**src/rtl/fetch_pkg.sv**
```systemverilog
// ---------------------------------------------------------------------------
// fetch_pkg
//   Shared types and constants for the instruction-fetch front end.
//   - fetch_state_t : in-flight status of the instruction-memory port
//   - ifid_word_t   : one IF/ID payload (instruction + PC+4); used by both the
//                     IF/ID register and the one-entry skid buffer
//   - NOP           : instruction word placed in IF/ID when it holds a bubble
//   - pc_next       : sequential PC increment, modulo 2**32
// ---------------------------------------------------------------------------
package fetch_pkg;

  typedef enum logic [1:0] {
    S_IDLE  = 2'd0,  // nothing outstanding
    S_WAIT  = 2'd1,  // one request outstanding, its response will be kept
    S_DRAIN = 2'd2   // one request outstanding, its response will be discarded
  } fetch_state_t;

  localparam logic [31:0] NOP = 32'h0000_0000;

  typedef struct packed {
    logic [31:0] instr;
    logic [31:0] pc4;
  } ifid_word_t;

  // 32'hFFFF_FFFC + 4 wraps to 0 by truncation to 32 bits.
  function automatic logic [31:0] pc_next(input logic [31:0] pc);
    return pc + 32'd4;
  endfunction

endpackage

```
**src/rtl/fetch_skid.sv**
```systemverilog
// ---------------------------------------------------------------------------
// fetch_skid
//   One-entry holding register for an IF/ID payload. Catches an instruction
//   response that arrives while IF/ID is stalled so the response is never
//   lost and the memory port does not need to be re-requested.
//
// Ports
//   clk    in   rising-edge clock
//   rst    in   synchronous active-high reset (empties the entry)
//   load   in   capture din; entry becomes valid
//   clear  in   empty the entry (wins over load)
//   din    in   payload to capture
//   valid  out  entry holds a payload
//   dout   out  held payload (meaningful only while valid=1)
// ---------------------------------------------------------------------------
module fetch_skid
  import fetch_pkg::*;
(
  input  logic       clk,
  input  logic       rst,
  input  logic       load,
  input  logic       clear,
  input  ifid_word_t din,
  output logic       valid,
  output ifid_word_t dout
);

  // Occupancy flag is control and is reset; clear has priority so a redirect
  // in the same cycle as a capture still leaves the entry empty.
  always_ff @(posedge clk) begin
    if (rst || clear) begin
      valid <= 1'b0;
    end else if (load) begin
      valid <= 1'b1;
    end
  end

  // Payload is qualified by valid, so it needs no reset.
  always_ff @(posedge clk) begin
    if (load) begin
      dout <= din;
    end
  end

endmodule

```
**src/rtl/fetch_stage_ctrl.sv**
```systemverilog
// ---------------------------------------------------------------------------
// fetch_stage_ctrl
//   Instruction-fetch front end of the 5-stage MIPS pipeline. Owns the PC and
//   the IF/ID register, drives a request/response instruction-memory port
//   with at most one request in flight, and parks a response that arrives
//   during an IF/ID stall in a one-entry skid buffer.
//
// Parameters
//   RESET_PC  PC loaded on reset
//   CNT_W     width of the saturating starvation counter
//
// Ports
//   clk          in   rising-edge clock
//   rst          in   synchronous reset, active-high
//   pc_write     in   1 = a new fetch may be issued; 0 = hold PC, issue nothing
//   if_id_write  in   1 = IF/ID may load; 0 = IF/ID holds
//   redirect     in   branch taken / jump in ID: flush and refetch
//   redirect_pc  in   redirect target, sampled while redirect=1
//   imem_req     out  fetch request, one-cycle pulse
//   imem_addr    out  fetch address, valid while imem_req=1
//   imem_ready   in   response strobe, exactly one per request
//   imem_rdata   in   instruction, valid while imem_ready=1
//   if_id_instr  out  IF/ID instruction (NOP when invalid)
//   if_id_pc4    out  IF/ID PC+4 of that instruction
//   if_id_valid  out  IF/ID holds a real instruction
//   starve_cnt   out  bubbles inserted for lack of fetch data (saturating)
// ---------------------------------------------------------------------------
module fetch_stage_ctrl
  import fetch_pkg::*;
#(
  parameter logic [31:0] RESET_PC = 32'h0000_0000,
  parameter int          CNT_W    = 16
) (
  input  logic             clk,
  input  logic             rst,
  input  logic             pc_write,
  input  logic             if_id_write,
  input  logic             redirect,
  input  logic [31:0]      redirect_pc,
  output logic             imem_req,
  output logic [31:0]      imem_addr,
  input  logic             imem_ready,
  input  logic [31:0]      imem_rdata,
  output logic [31:0]      if_id_instr,
  output logic [31:0]      if_id_pc4,
  output logic             if_id_valid,
  output logic [CNT_W-1:0] starve_cnt
);

  fetch_state_t state;
  logic [31:0]  pc;
  logic [31:0]  pc4;

  logic         resp_take;
  ifid_word_t   resp_word;

  logic         skid_valid;
  logic         skid_load;
  logic         skid_clear;
  ifid_word_t   skid_word;

  // Saturating increment: holds at all-ones instead of wrapping.
  function automatic logic [CNT_W-1:0] sat_inc(input logic [CNT_W-1:0] v);
    return (&v) ? v : v + CNT_W'(1);
  endfunction

  assign pc4 = pc_next(pc);

  // A response is kept only when it belongs to a live request and no
  // redirect is flushing the front end in the same cycle.
  assign resp_take = (state == S_WAIT) && imem_ready && !redirect;
  assign resp_word = '{instr: imem_rdata, pc4: pc4};

  // -------------------------------------------------------------------------
  // Request generation (combinational so a zero-wait memory can be fed one
  // request per cycle)
  // -------------------------------------------------------------------------
  always_comb begin
    imem_req  = 1'b0;
    imem_addr = pc;
    if (!rst && !redirect) begin
      case (state)
        // An occupied skid means IF/ID already has work queued; fetching
        // more would risk a second response with nowhere to go.
        S_IDLE: imem_req = pc_write && !skid_valid;
        // Back-to-back issue only when the current response goes straight
        // into IF/ID; the next address is the one after the response.
        S_WAIT: begin
          if (imem_ready && if_id_write && pc_write && !skid_valid) begin
            imem_req  = 1'b1;
            imem_addr = pc4;
          end
        end
        default: imem_req = 1'b0;
      endcase
    end
  end

  // -------------------------------------------------------------------------
  // Fetch-port FSM and PC
  // -------------------------------------------------------------------------
  always_ff @(posedge clk) begin
    if (rst) begin
      state <= S_IDLE;
      pc    <= RESET_PC;
    end else begin
      if (redirect) begin
        pc <= redirect_pc;
      end else if (resp_take) begin
        pc <= pc4;
      end

      case (state)
        S_IDLE: begin
          if (imem_req) begin
            state <= S_WAIT;
          end
        end
        S_WAIT: begin
          // With ready, imem_req already encodes back-to-back issue (and is
          // forced low by redirect, which drops the response).
          if (imem_ready) begin
            state <= imem_req ? S_WAIT : S_IDLE;
          end else if (redirect) begin
            state <= S_DRAIN;
          end
        end
        S_DRAIN: begin
          // The discarded response retires the old request; a redirect here
          // only updates the PC, which already happened above.
          if (imem_ready) begin
            state <= S_IDLE;
          end
        end
        default: state <= S_IDLE;
      endcase
    end
  end

  // -------------------------------------------------------------------------
  // Skid buffer: captures a kept response while IF/ID is stalled
  // -------------------------------------------------------------------------
  assign skid_load  = resp_take && !if_id_write;
  assign skid_clear = redirect || (if_id_write && skid_valid);

  fetch_skid u_skid (
    .clk   (clk),
    .rst   (rst),
    .load  (skid_load),
    .clear (skid_clear),
    .din   (resp_word),
    .valid (skid_valid),
    .dout  (skid_word)
  );

  // -------------------------------------------------------------------------
  // IF/ID register and starvation counter
  // -------------------------------------------------------------------------
  always_ff @(posedge clk) begin
    if (rst) begin
      if_id_valid <= 1'b0;
      if_id_instr <= NOP;
      if_id_pc4   <= 32'h0;
      starve_cnt  <= '0;
    end else if (redirect) begin
      // Flush overrides a stall: the instruction in IF/ID is on the wrong path.
      if_id_valid <= 1'b0;
      if_id_instr <= NOP;
    end else if (if_id_write) begin
      if (skid_valid) begin
        if_id_valid <= 1'b1;
        if_id_instr <= skid_word.instr;
        if_id_pc4   <= skid_word.pc4;
      end else if (resp_take) begin
        if_id_valid <= 1'b1;
        if_id_instr <= resp_word.instr;
        if_id_pc4   <= resp_word.pc4;
      end else begin
        if_id_valid <= 1'b0;
        if_id_instr <= NOP;
        starve_cnt  <= sat_inc(starve_cnt);
      end
    end
  end

endmodule

```
**config.mk**
```make
export PLATFORM = sky130hd
export DESIGN_NAME = fetch_stage_ctrl
export DESIGN_NICKNAME = d
export VERILOG_FILES = /design/src/rtl/fetch_pkg.sv /design/src/rtl/fetch_skid.sv /design/src/rtl/fetch_stage_ctrl.sv
export SDC_FILE = /design/constraint.sdc
export NUM_CORES = 1
export LEC_CHECK = 0
export CAP_MARGIN = 15
export CELL_PAD_IN_SITES_DETAIL_PLACEMENT = 1
export CELL_PAD_IN_SITES_GLOBAL_PLACEMENT = 2
export CORE_MARGIN = 3
export CORE_UTILIZATION = 33
export DETAILED_ROUTE_END_ITERATION = 7
export HOLD_SLACK_MARGIN = 0.08
export PLACE_DENSITY = 0.87
export SLEW_MARGIN = 10
export SYNTH_ARGS = -nofsm -noshare
export SYNTH_HDL_FRONTEND = slang
export SYNTH_HIERARCHICAL = 1
export SYNTH_SLANG_ARGS = --single-unit
```
**constraint.sdc**
```tcl
create_clock -name clk -period 22.1 [get_ports clk]
set_input_delay 5.525 -clock clk [delete_from_list [all_inputs] [get_ports clk]]
set_output_delay 5.525 -clock clk [all_outputs]
set_load 0.02 [all_outputs]
```
==> images/pdn.png <==
Drawn at 2 px/µm. Pins as bars on the die edge. Tap cells in gray.
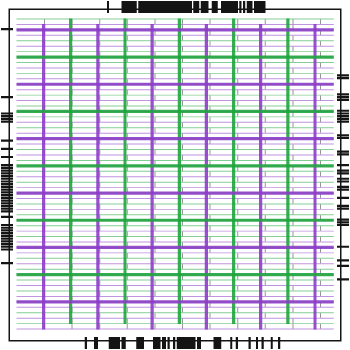
| color | net |
|---|---|
| green | VDD |
| purple | VSS |
met5 straps: 11
rows: 57
signal pins: 184

==> out/qor.yml <==
logic_synthesis:
  syn_area_mm2: 0.008339
  postSynthAreaPerCell_um2: 9.563
  ys_sh_xor: 0.09032
  adder_share: 0.003001
  syn_inst: 872
  top_cells_by_area: "dfxtp_1, edfxtp_1, xor2_1, nor2_1, xnor2_1"
  ys_cells: 872
  synth_flops: 180
  yosysTopAreaCell: "dfxtp_1"
clocking:
  clk_pin_slew_worst_paths_ps: 70
  htreeDepth: 4
  clk_root_buffer_cell: "clkbuf_16"
  cts.sinks: 180
  cts_made_buffers: 17
power:
  ir_drop_v: 0.00003915
  power_density_mw_per_mm2: 65.91
  power_mw: 0.7217
global_routing:
  grt_util_met2: 0.3363
  met1_usage: 0.2723
  overflow: 0
  grt_start_max_net_pins: 75
  grtUsageMet3: 0.04640
timing:
  worst_pin_slew_ps: 982.9
  hold_violations: 0
  period_needed_ps: 14910
  clock_skew_ps: 13.91
  rsz0062_at_grt: "no"
setup_path:
  endpoint: "imem_addr[16]"
  crit_type: "primary input to primary output"
  r2r-start: "pc[14]"
  required_ps: 16580
  endpoint_kind: "primary output"
  cpLargestDelayFamily: "simple AND/OR/NAND/NOR gates"
final_layout:
  layout_top_cell: "clkdlybuf4s50_1"
  register_area_mm2: 0.004244
  comb_area_mm2: 0.003739
  largest-register: "u_skid/dout"
  final_core_util: 0.4451
  clk_share: 0.05382
  diodes: 0
run_status:
  outcome: "finished clean"
job:
  maxCapViolCount: 0
place:
  place_congestion: 0.8273
min_path:
  whs_path_depth: 2
  min_from: "if_id_pc4[9]"
route:
  dr.pass1.iters: 5
  ant_nets: 0
  routed_via_density: 5.418
floorplanning:
  coreArea_mm2: 0.02460
==> images/metal_stack.png <==
Drawn at 2 px/µm.
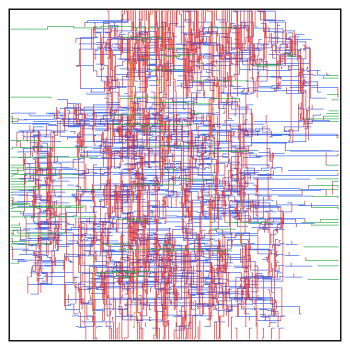
| color | layer | wire length |
|---|---|---|
| green | met3 | 1,400 µm |
| orange | met4 | 382 µm |
| red | met2 | 13,400 µm |
| blue | met1 | 12,600 µm |
Routed wire per std cell: 20.68 µm
DR vias: 7,271
wirelength, routed: 27,760 µm
overall routing resource usage: 0.2044

-- per-layer routing --
| layer | up-vias | part of all wire |
|---|---|---|
| met5 | - | 0 |
| met4 | 0 | 0.014 |
| met3 | 30 | 0.050 |
| met2 | 179 | 0.48 |
| met1 | 3639 | 0.45 |
| li1 | 3423 | - |
-- stage by stage --
stage	worst slack (ps)	hold slack, ps	std cells
after floorplan	9281	451.9	872
after global placement	7247	443.1	1310
after detailed placement	7230	447.2	1310
after CTS	7164	458.7	1342
after global routing	6905	477.3	1342
final	7188	453.0	1342
-- where the power goes --
group / leakage [nW] / internal (mW) / total [mW] / switching (mW)
Clock: 0.287 / 0.153 / 0.304 / 0.152
Combinational: 1.89 / 0.0286 / 0.0594 / 0.0308
Sequential: 1.52 / 0.347 / 0.358 / 0.0107
Power figures rest on the tool's default switching activity, not on a simulated workload.
